===== src/rtl/led_chase_game.sv =====
// -----------------------------------------------------------------------------
// led_chase_game
//
// Reaction game: a single lit LED chases across N_LEDS positions and the
// player must raise the switch under the lit LED. Every HITS_PER_LEVEL hits
// the chase speeds up (the step period halves per level). MAX_MISS misses
// ends the game (OVER); clearing the final level wins it (WIN). The score is
// kept in BCD and shown on two active-low 7-segment digits, the level on a
// third.
//
// Ports
//   clock       sole clock, rising edge
//   reset_n     asynchronous active-low reset
//   start       level-sensitive arm; high forces IDLE and clears counters,
//               its falling edge launches a game
//   switch      player switches, only rising edges are events
//   led         LED drive (one-hot chase in RUN, all on in WIN, off otherwise)
//   point_msb   score tens digit, 7-seg active-low gfedcba
//   point_lsb   score units digit, same encoding
//   level_out   current level digit, same encoding
//   game_state  0 = IDLE, 1 = RUN, 2 = WIN, 3 = OVER
// -----------------------------------------------------------------------------
module led_chase_game #(
   parameter int N_LEDS         = 10,
   parameter int BASE_TICKS     = 8,
   parameter int LEVELS         = 4,
   parameter int HITS_PER_LEVEL = 4,
   parameter int MAX_MISS       = 3,
   parameter int HOLD_TICKS     = 16,
   parameter int MODE           = 0
) (
   input  logic              clock,
   input  logic              reset_n,
   input  logic              start,
   input  logic [N_LEDS-1:0] switch,
   output logic [N_LEDS-1:0] led,
   output logic [6:0]        point_msb,
   output logic [6:0]        point_lsb,
   output logic [6:0]        level_out,
   output logic [1:0]        game_state
);

   localparam int TMR_W  = $clog2(BASE_TICKS) + 1;
   localparam int LVL_W  = (LEVELS > 1) ? $clog2(LEVELS) : 1;
   localparam int HIT_W  = $clog2(HITS_PER_LEVEL + 1);
   localparam int MISS_W = $clog2(MAX_MISS + 1);
   localparam int HOLD_W = $clog2(HOLD_TICKS + 1);

   typedef enum logic [1:0] {
      S_IDLE = 2'd0,
      S_RUN  = 2'd1,
      S_WIN  = 2'd2,
      S_OVER = 2'd3
   } state_t;

   // Active-low gfedcba pattern for a decimal digit; blank for non-digits.
   function automatic logic [6:0] seg7(input logic [3:0] d);
      logic [6:0] s;
      case (d)
         4'd0:    s = 7'h40;
         4'd1:    s = 7'h79;
         4'd2:    s = 7'h24;
         4'd3:    s = 7'h30;
         4'd4:    s = 7'h19;
         4'd5:    s = 7'h12;
         4'd6:    s = 7'h02;
         4'd7:    s = 7'h78;
         4'd8:    s = 7'h00;
         4'd9:    s = 7'h10;
         default: s = 7'h7F;
      endcase
      return s;
   endfunction

   // Clocks per LED step at a given level: BASE_TICKS >> level, floored at 1.
   function automatic logic [TMR_W-1:0] period(input logic [LVL_W-1:0] lvl);
      logic [TMR_W-1:0] p;
      p = TMR_W'(BASE_TICKS) >> lvl;
      if (p == '0) begin
         p = TMR_W'(1);
      end
      return p;
   endfunction

   state_t              state_q, state_d;
   logic [N_LEDS-1:0]   led_q, led_d;
   logic                dir_q, dir_d;          // 0 = moving up, 1 = moving down
   logic [TMR_W-1:0]    timer_q, timer_d;
   logic [3:0]          tens_q, tens_d;
   logic [3:0]          ones_q, ones_d;
   logic [LVL_W-1:0]    level_q, level_d;
   logic [MISS_W-1:0]   miss_q, miss_d;
   logic [HIT_W-1:0]    hit_q, hit_d;
   logic [HOLD_W-1:0]   hold_q, hold_d;
   logic [N_LEDS-1:0]   switch_q, switch_d;
   logic                start_q, start_d;
   logic [6:0]          point_msb_q, point_msb_d;
   logic [6:0]          point_lsb_q, point_lsb_d;
   logic [6:0]          level_out_q, level_out_d;

   logic [N_LEDS-1:0]   rise;
   logic                do_adv;
   logic [HIT_W-1:0]    hit_inc;
   logic [MISS_W-1:0]   miss_inc;

   always_ff @(posedge clock or negedge reset_n) begin
      if (!reset_n) begin
         state_q     <= S_IDLE;
         led_q       <= '0;
         dir_q       <= 1'b0;
         timer_q     <= '0;
         tens_q      <= '0;
         ones_q      <= '0;
         level_q     <= '0;
         miss_q      <= '0;
         hit_q       <= '0;
         hold_q      <= '0;
         switch_q    <= '0;
         start_q     <= 1'b0;
         point_msb_q <= 7'h40;
         point_lsb_q <= 7'h40;
         level_out_q <= 7'h40;
      end else begin
         state_q     <= state_d;
         led_q       <= led_d;
         dir_q       <= dir_d;
         timer_q     <= timer_d;
         tens_q      <= tens_d;
         ones_q      <= ones_d;
         level_q     <= level_d;
         miss_q      <= miss_d;
         hit_q       <= hit_d;
         hold_q      <= hold_d;
         switch_q    <= switch_d;
         start_q     <= start_d;
         point_msb_q <= point_msb_d;
         point_lsb_q <= point_lsb_d;
         level_out_q <= level_out_d;
      end
   end

   always_comb begin
      state_d  = state_q;
      led_d    = led_q;
      dir_d    = dir_q;
      timer_d  = timer_q;
      tens_d   = tens_q;
      ones_d   = ones_q;
      level_d  = level_q;
      miss_d   = miss_q;
      hit_d    = hit_q;
      hold_d   = hold_q;
      switch_d = switch;
      start_d  = start;
      rise     = switch & ~switch_q;
      do_adv   = 1'b0;
      hit_inc  = hit_q + HIT_W'(1);
      miss_inc = miss_q + MISS_W'(1);

      case (state_q)
         S_IDLE: begin
            led_d = '0;
            // Launch on the falling edge of start.
            if (!start && start_q) begin
               state_d = S_RUN;
               led_d   = N_LEDS'(1);
               dir_d   = 1'b0;
               timer_d = period(level_q);
            end
         end

         S_RUN: begin
            if (timer_q == TMR_W'(1)) begin
               do_adv = 1'b1;
            end else begin
               timer_d = timer_q - TMR_W'(1);
            end

            if (rise != '0) begin
               if (rise == led_q) begin
                  // A hit shares do_adv with timer expiry: one step only.
                  do_adv = 1'b1;
                  if (!(tens_q == 4'd9 && ones_q == 4'd9)) begin
                     if (ones_q == 4'd9) begin
                        ones_d = 4'd0;
                        tens_d = tens_q + 4'd1;
                     end else begin
                        ones_d = ones_q + 4'd1;
                     end
                  end
                  if (hit_inc == HIT_W'(HITS_PER_LEVEL)) begin
                     hit_d = '0;
                     if (level_q == LVL_W'(LEVELS - 1)) begin
                        state_d = S_WIN;
                        hold_d  = HOLD_W'(HOLD_TICKS - 1);
                     end else begin
                        level_d = level_q + LVL_W'(1);
                     end
                  end else begin
                     hit_d = hit_inc;
                  end
               end else begin
                  miss_d = miss_inc;
                  if (miss_inc == MISS_W'(MAX_MISS)) begin
                     state_d = S_OVER;
                     hold_d  = HOLD_W'(HOLD_TICKS - 1);
                  end
               end
            end

            if (state_d == S_WIN) begin
               led_d = '1;
            end else if (state_d == S_OVER) begin
               led_d = '0;
            end else if (do_adv) begin
               // Reload uses level_d so a level-up speeds up immediately.
               timer_d = period(level_d);
               if (MODE == 0) begin
                  led_d = {led_q[N_LEDS-2:0], led_q[N_LEDS-1]};
               end else if (!dir_q) begin
                  if (led_q[N_LEDS-1]) begin
                     led_d = led_q >> 1;
                     dir_d = 1'b1;
                  end else begin
                     led_d = led_q << 1;
                  end
               end else begin
                  if (led_q[0]) begin
                     led_d = led_q << 1;
                     dir_d = 1'b0;
                  end else begin
                     led_d = led_q >> 1;
                  end
               end
            end
         end

         S_WIN, S_OVER: begin
            led_d = (state_q == S_WIN) ? '1 : '0;
            if (hold_q == '0) begin
               state_d = S_IDLE;
               led_d   = '0;
            end else begin
               hold_d = hold_q - HOLD_W'(1);
            end
         end

         default: begin
            state_d = S_IDLE;
            led_d   = '0;
         end
      endcase

      // start held high overrides everything: back to IDLE, fresh game.
      if (start) begin
         state_d = S_IDLE;
         led_d   = '0;
         dir_d   = 1'b0;
         timer_d = '0;
         tens_d  = '0;
         ones_d  = '0;
         level_d = '0;
         miss_d  = '0;
         hit_d   = '0;
         hold_d  = '0;
      end

      point_msb_d = seg7(tens_d);
      point_lsb_d = seg7(ones_d);
      level_out_d = seg7(4'(level_d));
   end

   assign led        = led_q;
   assign point_msb  = point_msb_q;
   assign point_lsb  = point_lsb_q;
   assign level_out  = level_out_q;
   assign game_state = state_q;

endmodule


===== config.mk =====
export PLATFORM = sky130hd
export DESIGN_NAME = led_chase_game
export DESIGN_NICKNAME = d
export VERILOG_FILES = /design/src/rtl/led_chase_game.sv
export SDC_FILE = /design/constraint.sdc
export NUM_CORES = 1
export LEC_CHECK = 0
export CORE_MARGIN = 5
export CORE_UTILIZATION = 35
export DETAILED_ROUTE_END_ITERATION = 12
export HOLD_SLACK_MARGIN = 0.12
export PLACE_DENSITY_LB_ADDON = 0.1
export SLEW_MARGIN = 10
export SYNTH_ARGS = -nofsm -noshare
export SYNTH_HDL_FRONTEND = slang
export SYNTH_SLANG_ARGS = --single-unit

===== constraint.sdc =====
create_clock -name clock -period 3.8 [get_ports clock]
set_input_delay 0.95 -clock clock [delete_from_list [all_inputs] [get_ports clock]]
set_output_delay 0.95 -clock clock [all_outputs]
set_load 0.005 [all_outputs]

### Ports around the boundary, run 1

Pins as bars across the die edge, other pins in gray.
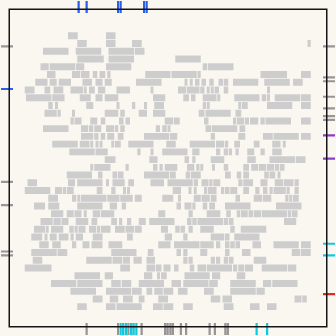
`game_state`: drawn in purple, pins 2, direction output, edge east. `switch`: drawn in cyan, pins 10, direction input, edge 8 south, 2 east. `point_lsb`: drawn in blue, pins 7, direction output, edge 6 north, 1 west. `reset_n`: drawn in red, pins 1, direction input, edge east.
Port Buffers: 44
Die H: 111.1 um
Die W: 111.1 um

### Routing congestion, run 1

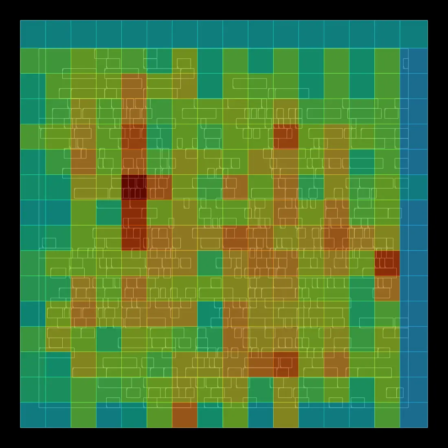
busiest grt layer: met2
GR Layer Usage met3: 2.893%
Routed WL per cell: 14.12 um
GR Util met2: 23.30%
Final Core Density: 46.32%

### Met3 routing, run 1

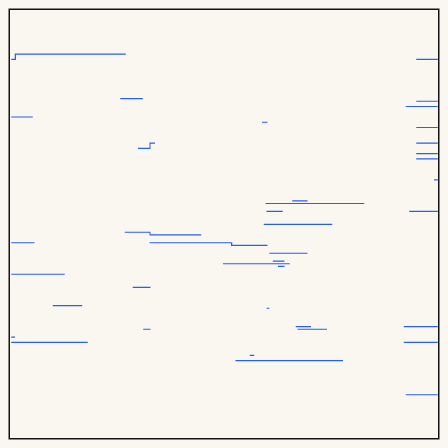
The layer holds 4.2% of the routed length. The layer carries 346 um of wire. The wires run mostly horizontal.

### Sequential cells grouped by signal name, run 1

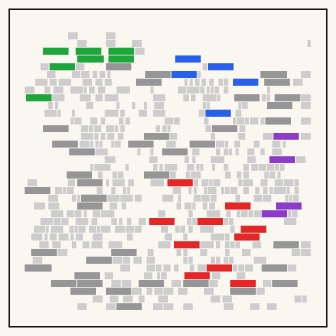
`hold_q`: drawn in blue, sequential cells 5. `led`: drawn in red, sequential cells 10. `timer_q`: drawn in purple, sequential cells 4, where east. `point_lsb`: drawn in green, sequential cells 7, where north-west.
Another 39 sequential cells are not colored.

-- run 1: layout make-up --
cell class | count | area (sq um) | share of cell area (%)
multi-input combinational | 263 | 1777 | 38.88
tap | 133 | 166.4 | 3.642
clock inverter | 2 | 12.51 | 0.2738
inverter | 21 | 78.83 | 1.725
clock buffer | 13 | 168.9 | 3.697
timing repair buffer | 84 | 735.7 | 16.10
sequential | 65 | 1630 | 35.68
-- run 1: power by group through the flow --
stage          clock network, W   logic, W  registers, W
6_report               0.000546   0.000173      0.000726
5_1_grt                0.000603   0.000198      0.000728
4_1_cts                0.000567   0.000174      0.000726
3_5_place_dp                  0   0.000173      0.000739
3_3_place_gp                  0   0.000173      0.000739
2_1_floorplan                 0  0.0000972      0.000734
==> impl_metrics.py, run 1 <==
# Metrics from the implementation run
metrics = {
    "run_status": {
        "status": "complete, no violations",
    },
    "job": {
        "warnings": 37,
        "drv_cap": 0,
    },
    "setup_path": {
        "path_max_fanout": 7,
        "r2r_setup_slack_ns": 0.88,
        "cp-startpoint": "switch[8]",
        "cpLargestDelayFamily": "simple AND/OR/NAND/NOR gates",
        "timing.critical_path.to": "point_msb[0]",
        "critPathBufInv": 3,
        "r2r-start": "game_state[0]",
        "crit_type": "in2reg",
        "r2r_cells": 9,
        "path_cells": "clkdlybuf4s50_1 > nor2b_2 > xnor2_1 > nand4_1 > buf_4 > or4_4 > nor4_1 > a31oi_2 > inv_2 > mux2_1 > mux2_2",
        "crit_path_max_incr_delay_ns": 0.54,
        "arrival_ns": 3.76,
        "required_ns": 4.02,
        "worstReg2RegEnd": "point_msb[0]",
        "setup.worst_path.end_class": "flop",
    },
    "drt": {
        "drc_errors": 0,
        "ant_nets": 0,
        "met2_length_um": 3915,
        "wl_met3_um": 346,
        "viasPerCell": 5.002,
        "dr.pass1.iters": 4,
        "drtIter0Drc": 58,
        "routed_wl_um": 8206,
    },
    "power": {
        "p_sw_w": 0.0003711,
        "pwr-share-comb_pct": 12.0,
        "seq_power_share_pct": 50.2,
        "sw_frac_of_total_pct": 25.68,
        "finalPower_w": 0.001445,
        "p_per_area_mw_per_mm2": 316.2,
        "leakagePower_nw": 2.037,
        "ir_drop_v": 0.0001375,
        "intPower_w": 0.001074,
        "clockPowerShare_pct": 37.8,
    },
    "synthesis": {
        "yosys_area_sq_mm": 0.003575,
        "largest_area_cell": "dfrtp_1",
        "mux_share_pct": 4.970,
        "async_reset_ff_share_pct": 100.0,
        "postSynthSeqShare_pct": 45.61,
        "syn_inst": 368,
        "ys_types": 59,
        "synthTopLogicFamily": "simple AND/OR/NAND/NOR gates",
        "synthAdderAreaFrac_pct": 6.650,
        "ys_sh_xor_pct": 4.165,
        "ys_cells": 368,
        "ys_warn_count": 0,
        "syn_nets": 400,
    },
    "final_layout": {
        "fin_nets": 476,
        "drive_gt1_share_pct": 18.75,
        "final.fill_count": 959,
        "num_antenna_cells": 0,
        "final_layout_top_logic_cells": "62 x dfrtp_1, 43 x clkdlybuf4s50_1, 40 x buf_4",
        "area_growth_pct": 27.83,
        "fin_area_sq_mm": 0.004569,
        "layout_top_cell": "dfrtp_1",
    },
    "placement": {
        "place.gp.congestion": 0.7735,
        "place_area_sq_mm": 0.004375,
        "dp_hpwl_um": 5979,
        "pre_cts_ws_ns": -0.1247,
        "placed_cells": 566,
    },
    "sta": {
        "holdWs_ns": 0.5173,
        "layout_min_cycle_time_ns": 3.536,
        "worst_slew_pin_slew_ns": 0.9900,
        "rsz0062_at_grt": "false",
        "setup_tns_ns": 0,
        "finalCritPeriodShare_pct": 93.05,
        "max_freq_ghz": 0.2828,
        "maxSlewViolCount": 0,
        "setup_ws_ns": 0.2641,
        "fin_skew_ns": 0.008282,
    },
    "clock_network": {
        "cts_tree": "done",
        "cts_made_buffers": 9,
        "cts.path.max_buffers": 2,
        "clk_pin_slew_worst_paths_ns": 0.07,
        "cts_root_buf": "clkbuf_8",
        "h-tree-depth": 3,
        "postCtsSetupBuffers": 0,
        "holdBufCountCts": 0,
        "cts-resized-gates": 0,
        "cts_sinks": 65,
    },
    "hold_path": {
        "worstHoldEndpoint": "hold_q[4]",
        "min_from": "hold_q[4]",
        "min_path_type": "reg2reg",
    },
    "floorplan": {
        "fp_util_pct": 36.24,
        "chipArea_sq_mm": 0.01233,
        "rows": 36,
        "core_area_sq_mm": 0.009864,
        "boundaryPins": 46,
    },
    "global_route": {
        "first_global_vias": 3005,
        "gr-usage-met1_pct": 18.81,
        "grt.total_usage_pct": 14.28,
        "grt-ovfl-total": 0,
        "grt_pass1_wl_um": 14570,
    },
}
### Signal wires by layer, run 1

Only two layers are drawn.
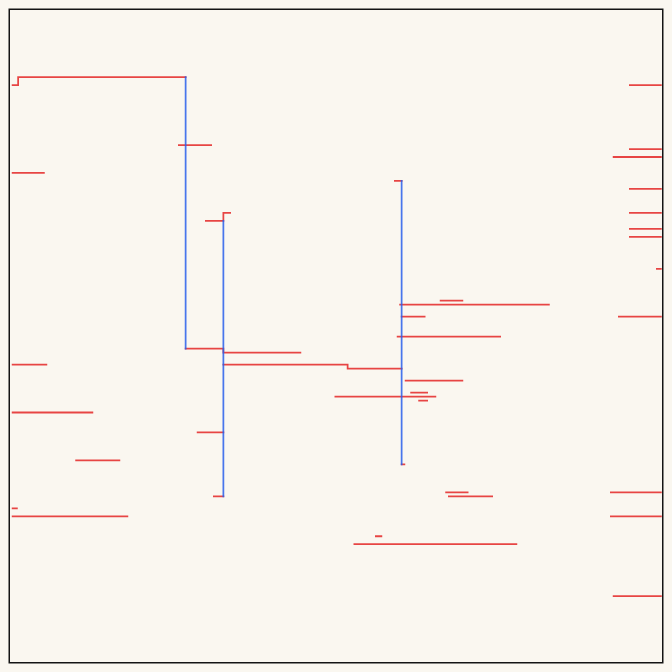

==> run 1 -> run 2 <==
--- a/config.mk
+++ b/config.mk
@@ -8,6 +8,7 @@
 export CORE_MARGIN = 5
 export CORE_UTILIZATION = 35
 export DETAILED_ROUTE_END_ITERATION = 12
+export GPL_TIMING_DRIVEN = 0
 export HOLD_SLACK_MARGIN = 0.12
 export PLACE_DENSITY_LB_ADDON = 0.1
 export SLEW_MARGIN = 10
### Signal wires by layer, run 2

Only two layers are drawn.
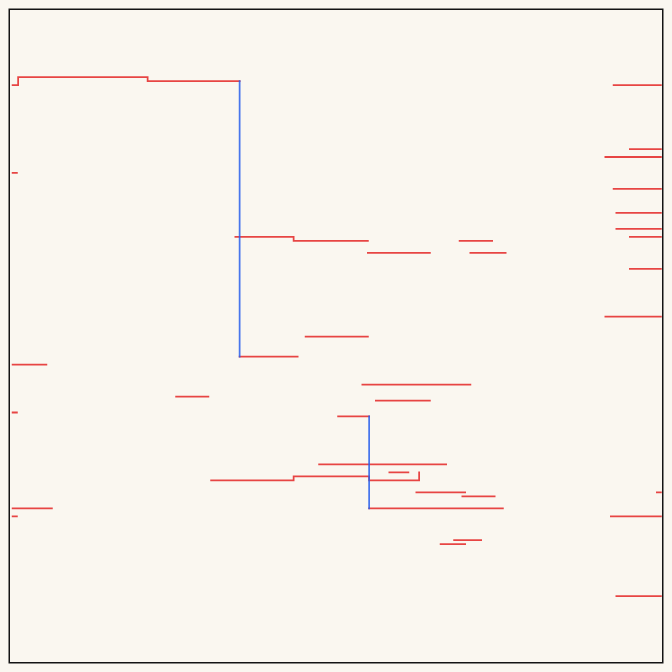
metal 4: drawn in blue, wire length 62.6 um. metal 3: drawn in red, wire length 350 um.

### Ports around the boundary, run 2

Pins as bars across the die edge, other pins in gray.
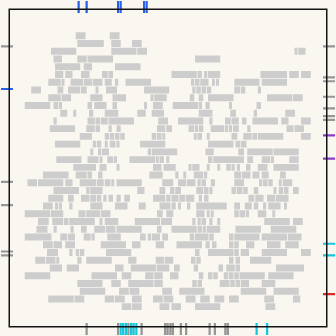
`point_lsb`: drawn in blue, pins 7, direction output, edge 6 north, 1 west. `switch`: drawn in cyan, pins 10, direction input, edge 8 south, 2 east. `game_state`: drawn in purple, pins 2, direction output, edge east. `reset_n`: drawn in red, pins 1, direction input, edge east.

==> impl_metrics.py, run 2 <==
# Metrics from the implementation run
metrics = {
    "synthesis": {
        "postSynthSeqShare_pct": 45.61,
        "ys_cells": 368,
        "top_cells_by_area": "dfrtp_1 43%, ha_1 6.7%, o21ai_0 4.8%",
        "syn_nets": 400,
        "netlist_area_sq_mm": 0.003575,
        "ys.flops": 65,
        "top_cell": "dfrtp_1",
        "edf_count": 0,
        "ys_warn_count": 0,
        "synthFlopType": "dfrtp_1",
        "synth_area_per_cell_sq_um": 9.714,
        "async_reset_ff_share_pct": 100.0,
        "largest_area_cell": "dfrtp_1",
        "synthTopCellsByCount": "62 x dfrtp_1, 34 x o21ai_0, 28 x nor2_1",
        "syn_inst": 368,
        "ys_types": 59,
        "yosysTopAreaCellShare_pct": 43.40,
        "yosys_area_sq_mm": 0.003575,
    },
    "drt": {
        "vias": 2871,
        "dr.pass1.iters": 4,
        "ant_nets": 0,
        "top_layer": "met4",
        "drtIter0Drc": 126,
        "viasPerCell": 5.019,
        "wl_met3_um": 350,
        "routed_wl_um": 8332,
        "met1_length_um": 3879,
        "drc_errors": 0,
        "met2_length_um": 4040,
    },
    "setup_path": {
        "startpoint_type": "input pin",
        "r2r_cells": 12,
        "arrival_ns": 3.95,
        "critical_path.slowest_cell": "clkdlybuf4s50_1",
        "r2r_setup_slack_ns": 0.77,
        "path_cells": "clkdlybuf4s50_1 > nor2b_4 > xnor2_1 > nand4_1 > nor4_2 > buf_4 > and2_2 > mux2i_4 > ha_1 > or2_2 > mux2i_1 > mux2_2 > o31ai_1",
        "timing.critical_path.to": "point_msb[3]",
        "required_ns": 4.01,
        "cpLargestDelayFamily": "simple AND/OR/NAND/NOR gates",
        "cp-startpoint": "switch[5]",
        "worstReg2RegEnd": "point_msb[3]",
        "cp.depth": 13,
        "crit_type": "in2reg",
        "path_max_fanout": 4,
        "critPathBufInv": 2,
        "crit_path_max_incr_delay_ns": 0.47,
        "r2r-start": "switch_q[5]",
        "setup.worst_path.end_class": "flop",
    },
    "sta": {
        "slew_headroom_pct": 36.34,
        "holdWs_ns": 0.5063,
        "hold_viol": 0,
        "finalCritPeriodShare_pct": 98.53,
        "setup_tns_ns": 0,
        "fin_skew_ns": 0.008449,
        "worst_slew_pin_slew_ns": 0.9462,
        "rsz0062_at_grt": "true",
        "maxSlewViolCount": 0,
        "setup_violations": 0,
        "setup_ws_ns": 0.05589,
        "max_freq_ghz": 0.2671,
        "layout_min_cycle_time_ns": 3.744,
    },
    "power": {
        "seq_power_share_pct": 47.0,
        "p_seq_w": 0.000725,
        "p_sw_w": 0.0003735,
        "finalPower_w": 0.001544,
        "pg_clk_w": 0.000643,
        "pwr-share-comb_pct": 11.4,
        "clockPowerShare_pct": 41.7,
        "intPower_w": 0.001170,
        "ir_drop_v": 0.0001319,
        "sw_frac_of_total_pct": 24.19,
        "p_comb_w": 0.000176,
        "p_per_area_mw_per_mm2": 337.5,
        "leakagePower_nw": 2.011,
        "top_power_group": "sequential cells",
    },
    "final_layout": {
        "nonClockInverterCount": 21,
        "fin_cells": 572,
        "logic_area_sq_mm": 0.001836,
        "nonClockBufferCount": 75,
        "fin_area_sq_mm": 0.004574,
        "final.fill_count": 958,
        "dominant_cells": "combinational gates",
        "num_antenna_cells": 0,
        "comb_area_share_pct": 40.13,
        "flops": 65,
        "layout_top_cell": "dfrtp_1",
        "seq-cell-share_pct": 35.64,
        "area_growth_pct": 27.97,
        "ff_latch_area_sq_mm": 0.001630,
        "buf_share_pct": 14.28,
        "clkbuf_count": 12,
        "final_layout_top_logic_cells": "62 x dfrtp_1, 43 x clkdlybuf4s50_1, 33 x o21ai_0",
        "clk_share_pct": 4.595,
        "fin_nets": 467,
        "drive_gt1_share_pct": 16.40,
        "comb_cells": 263,
    },
    "placement": {
        "placed_cells": 546,
        "place_area_sq_mm": 0.004207,
        "io_buffers": 44,
        "pre_cts_ws_ns": -0.7332,
        "place.gp.congestion": 0.7810,
        "dp_hpwl_um": 5989,
    },
    "global_route": {
        "first_global_vias": 2928,
        "grt-ovfl-total": 0,
        "antenna_found_initial": 0,
        "top_usage_layer": "met2",
        "gr-usage-met1_pct": 17.93,
        "grt_pass1_wl_um": 14200,
        "grt_max_degree": 45,
    },
    "hold_path": {
        "min_path_type": "in2async",
    },
    "floorplan": {
        "die_h_um": 111.1,
        "num_tap_cells": 133,
        "boundaryPins": 46,
        "chipArea_sq_mm": 0.01233,
        "core_area_sq_mm": 0.009864,
        "fp_util_pct": 36.24,
        "die_w_um": 111.1,
        "rows": 36,
    },
    "clock_network": {
        "holdBufCountCts": 0,
        "cts_root_buf": "clkbuf_8",
        "cts_made_buffers": 9,
        "cts_tree": "done",
        "cts.path.max_buffers": 2,
        "cts_sinks": 65,
        "clk_latency_ns": 0.33,
        "h-tree-depth": 3,
        "clk_pin_slew_worst_paths_ns": 0.07,
    },
    "job": {
        "drv_cap": 0,
        "warnings": 38,
    },
    "run_status": {
        "status": "complete, no violations",
    },
}
### Routing congestion, run 2

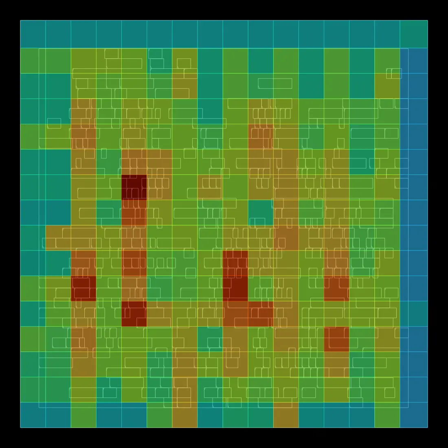
GR Util met2: 22.90%
Final Core Density: 46.37%
GR Layer Usage met3: 3.821%
Routed WL per cell: 14.57 um
gr usage total: 13.94%

==> run 2: netlist changes by cell type in the layout (fill, tap and decap cells not counted), sizes merged <==
cell	previous run	this run
clkbuf	13	23
bufinv	0	2
buf	41	21
clkinvlp	1	0
==> run 2: cell families (layout without fill, tap and decap cells) <==
group                    Yosys count  count (layout)  synth area share [%]
buffers and inverters             40             111                 5.040
AND-OR/OR-AND                     90              90                 15.61
other                              1               1                0.1049
flip-flops                        65              65                 45.61
multiplexers                      17              17                 4.970
AND/OR/NAND/NOR                  119             119                 17.85
adder cells (fa/ha/maj)           19              19                 6.650
XOR/XNOR                          17              17                 4.165
==> run 2: timing repair <==
item / 4_1_cts / 5_1_grt
resized: 8 / 12
pin swaps: 3 / 4
setup endpoints to repair: 6 / 17
buffers inserted: 6 / 5
### Met3 routing, run 2

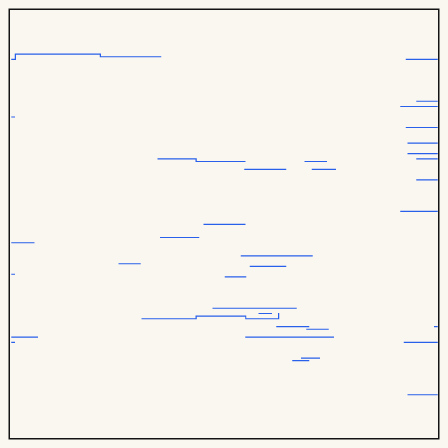

==> run 2 -> run 3 <==
--- a/config.mk
+++ b/config.mk
@@ -10,6 +10,7 @@
 export DETAILED_ROUTE_END_ITERATION = 12
 export GPL_TIMING_DRIVEN = 0
 export HOLD_SLACK_MARGIN = 0.12
+export MAX_ROUTING_LAYER = met4
 export PLACE_DENSITY_LB_ADDON = 0.1
 export SLEW_MARGIN = 10
 export SYNTH_ARGS = -nofsm -noshare
### Met3 routing, run 3

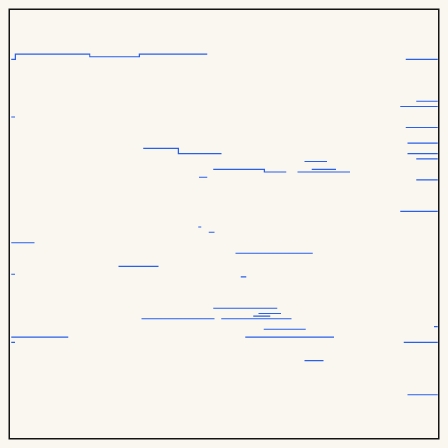
The wires run mostly horizontal. 30 nets have wire on it.

### Signal wires by layer, run 3

Only two layers are drawn.
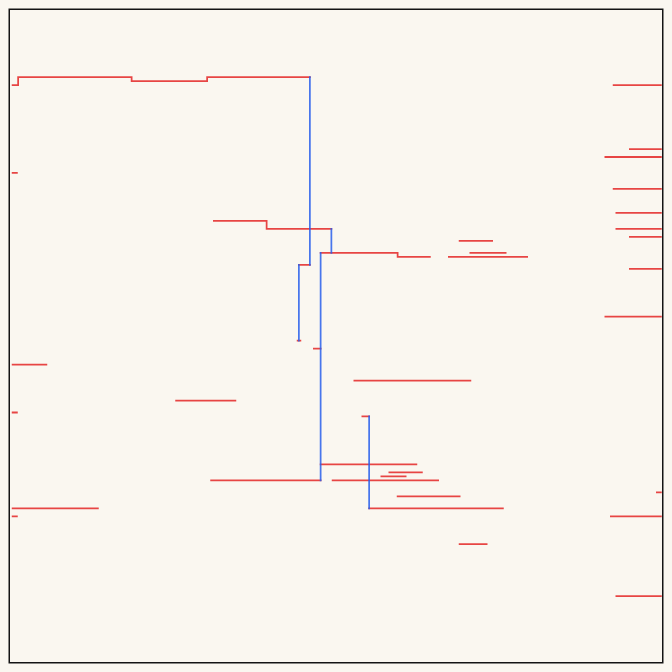
metal 4: drawn in blue, wire length 103 um. metal 3: drawn in red, wire length 359 um.
DR vias: 2865
Total Wirelength: 8336 um

### Ports around the boundary, run 3

Pins as bars across the die edge, other pins in gray.
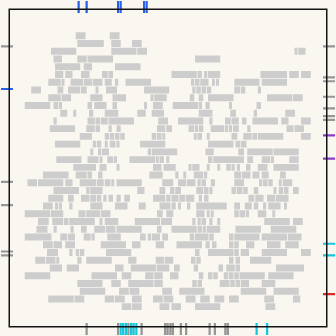
`game_state`: drawn in purple, pins 2, direction output, edge east. `switch`: drawn in cyan, pins 10, direction input, edge 8 south, 2 east. `point_lsb`: drawn in blue, pins 7, direction output, edge 6 north, 1 west. `reset_n`: drawn in red, pins 1, direction input, edge east.
All pins by edge: 22 south, 12 east, 6 west, 6 north.

==> impl_metrics.py, run 3 <==
# Metrics from the implementation run
metrics = {
    "final_layout": {
        "clk_share_pct": 4.595,
        "buf_share_pct": 14.28,
        "nonClockInverterCount": 21,
        "fin_area_sq_mm": 0.004574,
        "seq-cell-share_pct": 35.64,
        "flops": 65,
        "fin_nets": 467,
        "drive_gt1_share_pct": 16.40,
        "area_growth_pct": 27.97,
        "clkbuf_count": 12,
        "final.fill_count": 958,
        "comb_area_share_pct": 40.13,
        "nonClockBufferCount": 75,
        "final_layout_top_logic_cells": "62 x dfrtp_1, 43 x clkdlybuf4s50_1, 33 x o21ai_0",
        "comb_cells": 263,
        "fin_cells": 572,
        "dominant_cells": "combinational gates",
        "ff_latch_area_sq_mm": 0.001630,
        "layout_top_cell": "dfrtp_1",
        "logic_area_sq_mm": 0.001836,
        "utilization_pct": 46.37,
    },
    "placement": {
        "io_buffers": 44,
        "dp_hpwl_um": 5989,
        "pre_cts_ws_ns": -0.7332,
        "placed_cells": 546,
        "place_area_sq_mm": 0.004207,
        "place.gp.congestion": 0.7918,
    },
    "floorplan": {
        "boundaryPins": 46,
        "die_h_um": 111.1,
        "num_tap_cells": 133,
        "core_area_sq_mm": 0.009864,
        "rows": 36,
        "chipArea_sq_mm": 0.01233,
        "die_w_um": 111.1,
        "fp_util_pct": 36.24,
    },
    "global_route": {
        "grt-ovfl-total": 0,
        "antenna_found_initial": 0,
        "grt_max_degree": 45,
        "top_usage_layer": "met2",
        "first_global_vias": 2928,
        "grt_util_met2_pct": 22.94,
        "grtUsageMet3_pct": 3.876,
        "grt.total_usage_pct": 14.33,
        "gr-usage-met1_pct": 17.82,
    },
    "synthesis": {
        "synthAdderAreaFrac_pct": 6.650,
        "yosys_area_sq_mm": 0.003575,
        "synth_area_per_cell_sq_um": 9.714,
        "synthTopCellsByCount": "62 x dfrtp_1, 34 x o21ai_0, 28 x nor2_1",
        "ys_warn_count": 0,
        "synthFlopType": "dfrtp_1",
        "top_cell": "dfrtp_1",
        "aoi_share_pct": 15.61,
        "syn_inst": 368,
        "largest_area_cell": "dfrtp_1",
        "ys_types": 59,
        "top_cells_by_area": "dfrtp_1 43%, ha_1 6.7%, o21ai_0 4.8%",
        "async_reset_ff_share_pct": 100.0,
        "edf_count": 0,
        "synthTopLogicFamily": "simple AND/OR/NAND/NOR gates",
        "ys.flops": 65,
        "postSynthSeqShare_pct": 45.61,
        "ys_cells": 368,
        "synth.cellmix.simpleShare_pct": 17.85,
        "yosysTopAreaCellShare_pct": 43.40,
        "mux_share_pct": 4.970,
        "netlist_area_sq_mm": 0.003575,
        "ys_sh_xor_pct": 4.165,
        "syn_nets": 400,
    },
    "power": {
        "clockPowerShare_pct": 41.6,
        "finalPower_w": 0.001544,
        "ir_drop_v": 0.0001317,
        "p_sw_w": 0.0003735,
        "p_per_area_mw_per_mm2": 337.5,
        "pwr-share-comb_pct": 11.4,
        "leakagePower_nw": 2.011,
        "seq_power_share_pct": 47.0,
        "sw_frac_of_total_pct": 24.19,
        "intPower_w": 0.001170,
    },
    "sta": {
        "maxSlewViolCount": 0,
        "setup_violations": 0,
        "hold_viol": 0,
        "worst_slew_pin_slew_ns": 0.9422,
        "holdWs_ns": 0.5060,
        "setup_tns_ns": 0,
        "fin_skew_ns": 0.008410,
        "max_freq_ghz": 0.2674,
        "slew_headroom_pct": 36.61,
        "rsz0062_at_grt": "true",
        "setup_ws_ns": 0.05971,
        "finalCritPeriodShare_pct": 98.43,
        "layout_min_cycle_time_ns": 3.740,
    },
    "setup_path": {
        "timing.critical_path.to": "point_msb[3]",
        "path_cells": "clkdlybuf4s50_1 > nor2b_4 > xnor2_1 > nand4_1 > nor4_2 > buf_4 > and2_2 > mux2i_4 > ha_1 > or2_2 > mux2i_1 > mux2_2 > o31ai_1",
        "path_max_fanout": 4,
        "startpoint_type": "input pin",
        "r2r_setup_slack_ns": 0.77,
        "cp-startpoint": "switch[5]",
        "worstReg2RegEnd": "point_msb[3]",
        "crit_path_max_incr_delay_ns": 0.47,
        "arrival_ns": 3.95,
        "r2r-start": "switch_q[5]",
        "setup.worst_path.end_class": "flop",
        "crit_type": "in2reg",
        "critPathBufInv": 2,
        "cpLargestDelayFamily": "simple AND/OR/NAND/NOR gates",
        "required_ns": 4.01,
        "critical_path.slowest_cell": "clkdlybuf4s50_1",
        "r2r_cells": 12,
        "cp.depth": 13,
    },
    "clock_network": {
        "cts_root_buf": "clkbuf_8",
        "h-tree-depth": 3,
        "cts_made_buffers": 9,
        "clk_latency_ns": 0.34,
        "cts_tree": "done",
        "cts.path.max_buffers": 2,
        "cts_sinks": 65,
    },
    "run_status": {
        "status": "complete, no violations",
    },
    "job": {
        "warnings": 38,
        "drv_cap": 0,
    },
    "drt": {
        "met2_length_um": 4011,
        "drtIter0Drc": 118,
        "routedWlPerCell_um": 14.57,
        "top_layer": "met4",
        "wl_met3_um": 358,
        "viasPerCell": 5.009,
        "ant_nets": 0,
        "drc_errors": 0,
        "dr.pass1.iters": 4,
        "met1_length_um": 3863,
    },
    "hold_path": {
        "min_path_type": "in2async",
    },
}
-- run 3: cell counts in the layout (fill, tap and decap cells not counted) --
Identical to the previous run, type by type.
-- run 3: power by group through the flow --
| stage | Sequential (W) | Combinational, W | Clock [W] |
|---|---|---|---|
| final | 0.000725 | 0.000176 | 0.000643 |
| after global routing | 0.000727 | 0.000199 | 0.000694 |
| after CTS | 0.000724 | 0.000175 | 0.000663 |
| after detailed placement | 0.000737 | 0.000165 | 0 |
| after global placement | 0.000737 | 0.000161 | 0 |
| after floorplan | 0.000734 | 0.0000972 | 0 |
-- run 3: what timing repair did --
item / 4_1_cts / 5_1_grt
gates resized: 8 / 12
hold buffers: 0 / 0
buffers inserted: 6 / 5
endpoints found under the setup margin: 6 / 17
pin swaps: 3 / 4
Power figures rest on the tool's default switching activity, not on a simulated workload.
